## src/rtl/arb_requester.sv

```systemverilog
// Client-side requester for a req/grant arbiter: one FSM per channel turns queued
// jobs into held req lines, owns the resource for a fixed granted burst, then releases.
module arb_requester_ch #(
  parameter int BURST_LEN = 4,
  parameter int TIMEOUT   = 16,
  parameter int CNT_W     = 4
) (
  input  logic clk,
  input  logic rst,
  input  logic issue,
  input  logic grnt,
  output logic req,
  output logic busy,
  output logic done,
  output logic timeout_err,
  output logic ovf_err
);
  localparam int WAIT_W = $clog2(TIMEOUT + 1);
  localparam int BEAT_W = $clog2(BURST_LEN + 1);

  typedef enum logic [1:0] {IDLE, REQ, OWN, REL} state_e;

  state_e             state_q, state_d;
  logic [CNT_W-1:0]   pend_q, pend_d;
  logic [WAIT_W-1:0]  wait_q, wait_d;
  logic [BEAT_W-1:0]  beat_q, beat_d;
  logic               req_q, req_d, busy_q, busy_d, done_q, done_d;
  logic               terr_q, terr_d, ovf_q, ovf_d;
  logic               fin, abandon, dec, inc, full, work;

  always_ff @(posedge clk or posedge rst) begin
    if (rst) begin
      state_q <= IDLE;
      pend_q  <= '0;
      wait_q  <= '0;
      beat_q  <= '0;
      req_q   <= 1'b0;
      busy_q  <= 1'b0;
      done_q  <= 1'b0;
      terr_q  <= 1'b0;
      ovf_q   <= 1'b0;
    end else begin
      state_q <= state_d;
      pend_q  <= pend_d;
      wait_q  <= wait_d;
      beat_q  <= beat_d;
      req_q   <= req_d;
      busy_q  <= busy_d;
      done_q  <= done_d;
      terr_q  <= terr_d;
      ovf_q   <= ovf_d;
    end
  end

  assign work = (pend_q != '0) || issue;

  always_comb begin
    state_d = state_q;
    wait_d  = wait_q;
    beat_d  = beat_q;
    fin     = 1'b0;
    abandon = 1'b0;
    case (state_q)
      IDLE: if (work) begin
        state_d = REQ;
        wait_d  = '0;
        beat_d  = '0;
      end
      REQ: begin
        if (grnt) begin
          if (BURST_LEN == 1) begin
            state_d = REL;
            fin     = 1'b1;
          end else begin
            state_d = OWN;
            beat_d  = BEAT_W'(1);
          end
        end else if (wait_q == WAIT_W'(TIMEOUT - 1)) begin
          state_d = REL;
          abandon = 1'b1;
          wait_d  = '0;
        end else begin
          wait_d = wait_q + WAIT_W'(1);
        end
      end
      OWN: begin
        if (grnt) begin
          if (beat_q == BEAT_W'(BURST_LEN - 1)) begin
            state_d = REL;
            fin     = 1'b1;
            beat_d  = '0;
          end else begin
            beat_d = beat_q + BEAT_W'(1);
          end
        end else begin
          // Grant lost mid-burst: the whole burst restarts on the next grant.
          state_d = REQ;
          beat_d  = '0;
          wait_d  = '0;
        end
      end
      default: begin
        state_d = work ? REQ : IDLE;
        wait_d  = '0;
        beat_d  = '0;
      end
    endcase
  end

  always_comb begin
    req_d  = (state_d == REQ) || (state_d == OWN);
    busy_d = (state_d == OWN);
    done_d = fin;
  end

  // A job leaving and a job arriving on the same edge cancel out, even when full.
  always_comb begin
    dec    = fin || abandon;
    full   = (pend_q == '1);
    inc    = issue && (!full || dec);
    pend_d = pend_q;
    if (inc && !dec)      pend_d = pend_q + CNT_W'(1);
    else if (dec && !inc) pend_d = pend_q - CNT_W'(1);
    ovf_d  = ovf_q || (issue && full && !dec);
    terr_d = terr_q || abandon;
  end

  assign req         = req_q;
  assign busy        = busy_q;
  assign done        = done_q;
  assign timeout_err = terr_q;
  assign ovf_err     = ovf_q;
endmodule

module arb_requester #(
  parameter int MAX_REQ   = 1,
  parameter int BURST_LEN = 4,
  parameter int TIMEOUT   = 16,
  parameter int CNT_W     = 4
) (
  input  logic               clk,
  input  logic               rst,
  input  logic [MAX_REQ-1:0] issue,
  input  logic [MAX_REQ-1:0] grnt,
  output logic [MAX_REQ-1:0] req,
  output logic [MAX_REQ-1:0] busy,
  output logic [MAX_REQ-1:0] done,
  output logic [MAX_REQ-1:0] timeout_err,
  output logic [MAX_REQ-1:0] ovf_err
);
  for (genvar i = 0; i < MAX_REQ; i++) begin : g_ch
    arb_requester_ch #(
      .BURST_LEN(BURST_LEN),
      .TIMEOUT  (TIMEOUT),
      .CNT_W    (CNT_W)
    ) u_ch (
      .clk        (clk),
      .rst        (rst),
      .issue      (issue[i]),
      .grnt       (grnt[i]),
      .req        (req[i]),
      .busy       (busy[i]),
      .done       (done[i]),
      .timeout_err(timeout_err[i]),
      .ovf_err    (ovf_err[i])
    );
  end
endmodule

```

## config.mk

```make
export PLATFORM = sky130hd
export DESIGN_NAME = arb_requester
export DESIGN_NICKNAME = d
export VERILOG_FILES = /design/src/rtl/arb_requester.sv
export SDC_FILE = /design/constraint.sdc
export NUM_CORES = 1
export LEC_CHECK = 0
export ABC_CLOCK_PERIOD_IN_PS = 6500
export CAP_MARGIN = 20
export CORE_ASPECT_RATIO = 1.1
export CORE_MARGIN = 2
export CORE_UTILIZATION = 40
export DETAILED_ROUTE_END_ITERATION = 10
export GPL_ROUTABILITY_DRIVEN = 0
export PLACE_DENSITY = 0.68
export RECOVER_POWER = 50
export SETUP_SLACK_MARGIN = 0.02
export SLEW_MARGIN = 25
export SYNTH_ARGS = -nofsm -noshare
export SYNTH_HDL_FRONTEND = slang
export SYNTH_SLANG_ARGS = --single-unit
```

## constraint.sdc

```tcl
create_clock -name clk -period 6.5 [get_ports clk]
set_clock_uncertainty 0.15 [all_clocks]
set_input_delay 0.975 -clock clk [delete_from_list [all_inputs] [get_ports clk]]
set_output_delay 0.975 -clock clk [all_outputs]
set_load 0.02 [all_outputs]
```

==> impl_metrics.json <==
{
  "run_status": "completed",
  "timing.critical_path.fanout_max": 8,
  "drc_marker_count_from_the_first_detailed_route_iteration": 7,
  "p_leak_nw": 0.5339,
  "seq_area_frac_synth_pct": 42.46,
  "timing.critical_path.to_type": "flip-flop",
  "root_buffer": "clkbuf_4",
  "yosys-stat-cells": 111,
  "timing.critical_path.arrival_ns": 4.06,
  "placement.io_buffers": 8,
  "worst_hold_slack_ns": 0.3343,
  "final_hold_viol_count": 0,
  "critical_path.n_buffers_inverters": 2,
  "setup_slack_ns": 2.478,
  "grt_pass1_vias": 822,
  "cts_hold_buf": 0,
  "nFillCells": 261,
  "placementRows": 20,
  "ys_top_cells_by_area": "dfrtp_1 42%, ha_1 11%, nand2_1 3.4%",
  "n_antenna_cell": 0,
  "floorplan.die.height_um": 59.50,
  "crit-reg2reg-capture": "g_ch[0].u_ch.pend_q[3]$_DFFE_PP0P_",
  "postRouteWirelength_um": 1921,
  "cts_sinks": 19,
  "post-place-cells": 149,
  "worst_path_max_delay_cell": "dlygate4sd3_1",
  "instances_no_fill": 153,
  "warning_count": 29,
  "worstHoldPathType": "flip-flop to flip-flop"
}
[cells in the final DEF, fill, tap and decap left out, types with 3 or more instances in the layout]
| cell type | count |
|---|---|
| a21oi_1 | 6 |
| clkbuf_4 | 3 |
| clkdlybuf4s50_1 | 5 |
| dfrtp_1 | 19 |
| dlygate4sd3_1 | 3 |
| ha_1 | 10 |
| inv_1 | 7 |
| nand2_1 | 10 |
| nand2b_1 | 5 |
| nor2_1 | 6 |
| nor3_1 | 3 |
| o21ai_0 | 4 |
| o21ai_1 | 4 |
[worst reg2reg max path: stages (launching register included)]
cell and delay [ns]:
dfrtp_1 0.43, inv_1 0.09, ha_1 0.34, nand2b_1 0.15, nor3_1 0.35, nor3_1 0.12, nor2b_1 0.13, ha_1 0.19
inv_1 0.12, ha_1 0.32, a21o_1 0.19, a2111oi_0 0.40, a31oi_1 0.08, a221o_1 0.32
[synth_stat cells]
library cell,instances
a2111oi_0,1
a21boi_0,1
a21o_1,2
a21oi_1,6
a221o_1,1
a221oi_1,1
a31oi_1,2
a32o_1,2
a32oi_1,1
buf_2,1
buf_6,1
clkbuf_1,1
dfrtp_1,19
fa_1,1
ha_1,10
inv_1,7
mux2_2,1
nand2_1,10
nand2b_1,5
nand3_1,2
nand4_1,2
nor2_1,6
nor2_2,1
nor2b_1,2
nor3_1,3
nor3b_1,1
nor4_1,1
o211ai_1,1
o21a_1,2
o21ai_0,4
o21ai_1,4
o21ai_4,1
o21bai_1,1
o31ai_4,1
or2_2,1
or3_1,1
or4_4,1
or4b_1,1
xnor2_1,2
[routing by layer]
metal  global-route usage, %  vias up  routed length [um]
met5                       0        -                   0
met4                   8.929        0                  51
met3                   3.283        7                  35
met2                   24.10       11                 943
met1                   17.50      401                 890
li1                        -      418                   -
[layout make-up]
cell class                      instances  share of cell area [%]
Tap cell                               33                   3.310
Inverter                                7                   2.106
Multi-Input combinational cell         82                   47.94
Clock buffer                            4                   2.106
Timing Repair Buffer                    8                   6.419
Sequential cell                        19                   38.11
[how the worst max path moves through the flow]
stage / start / endpoint / slack, ns / cells past startpoint
2_1_floorplan: grnt / g_ch[0].u_ch.pend_q[3]$_DFFE_PP0P_ / 3.15 / 11
3_3_place_gp: grnt / g_ch[0].u_ch.pend_q[3]$_DFFE_PP0P_ / 2.35 / 12
3_5_place_dp: grnt / g_ch[0].u_ch.pend_q[3]$_DFFE_PP0P_ / 2.24 / 12
4_1_cts: grnt / g_ch[0].u_ch.pend_q[3]$_DFFE_PP0P_ / 2.57 / 12
5_1_grt: grnt / g_ch[0].u_ch.pend_q[3]$_DFFE_PP0P_ / 2.25 / 12
6_report: grnt / g_ch[0].u_ch.pend_q[3]$_DFFE_PP0P_ / 2.48 / 12
[sequential cells by signal, indices dropped and copies added, names as in the netlist, 2 cells and up]
register / flops
g_ch.u_ch.wait_q: 5
g_ch.u_ch.state_q: 2
g_ch.u_ch.beat_q: 3
g_ch.u_ch.pend_q: 4
[kinds of logic (layout without fill, tap and decap cells)]
family,Yosys count,count (layout)
buf+inv,10,19
mux,1,1
flops,19,19
simple gates,37,37
xor+xnor,2,2
fa+ha+maj,11,11
compound gates,31,31
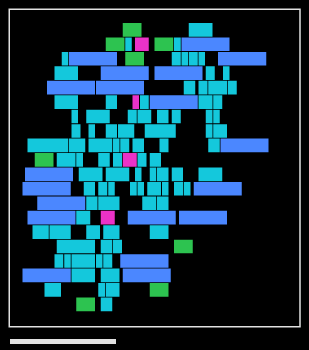
**Above:** cell classes on the final placement.
Scale bar: 20 um.
- magenta: clock drivers and dummy loads (cells 4; share of their area 2.2%)
- blue: flip-flops (cells 19; share of their area 39%)
- green: other buffers and delay cells (cells 8; share of their area 6.6%)
- cyan: all other logic (cells 89; share of their area 52%)
core area: 2728 sq um
share of cell area taken by flip-flops and latches: 38.11%

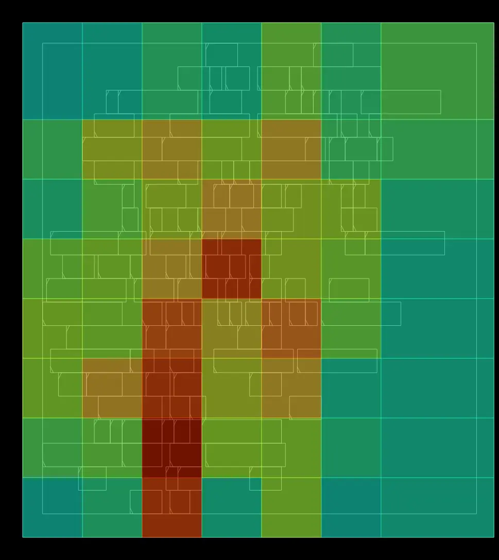
**Above:** track usage over the die.
Post-Route Utilization: 45.73%
routed len/inst: 12.56 um
global routing usage summed across all routing layers: 14.83%
met3 Usage GRT: 3.283%
met1 global-route usage: 17.50%

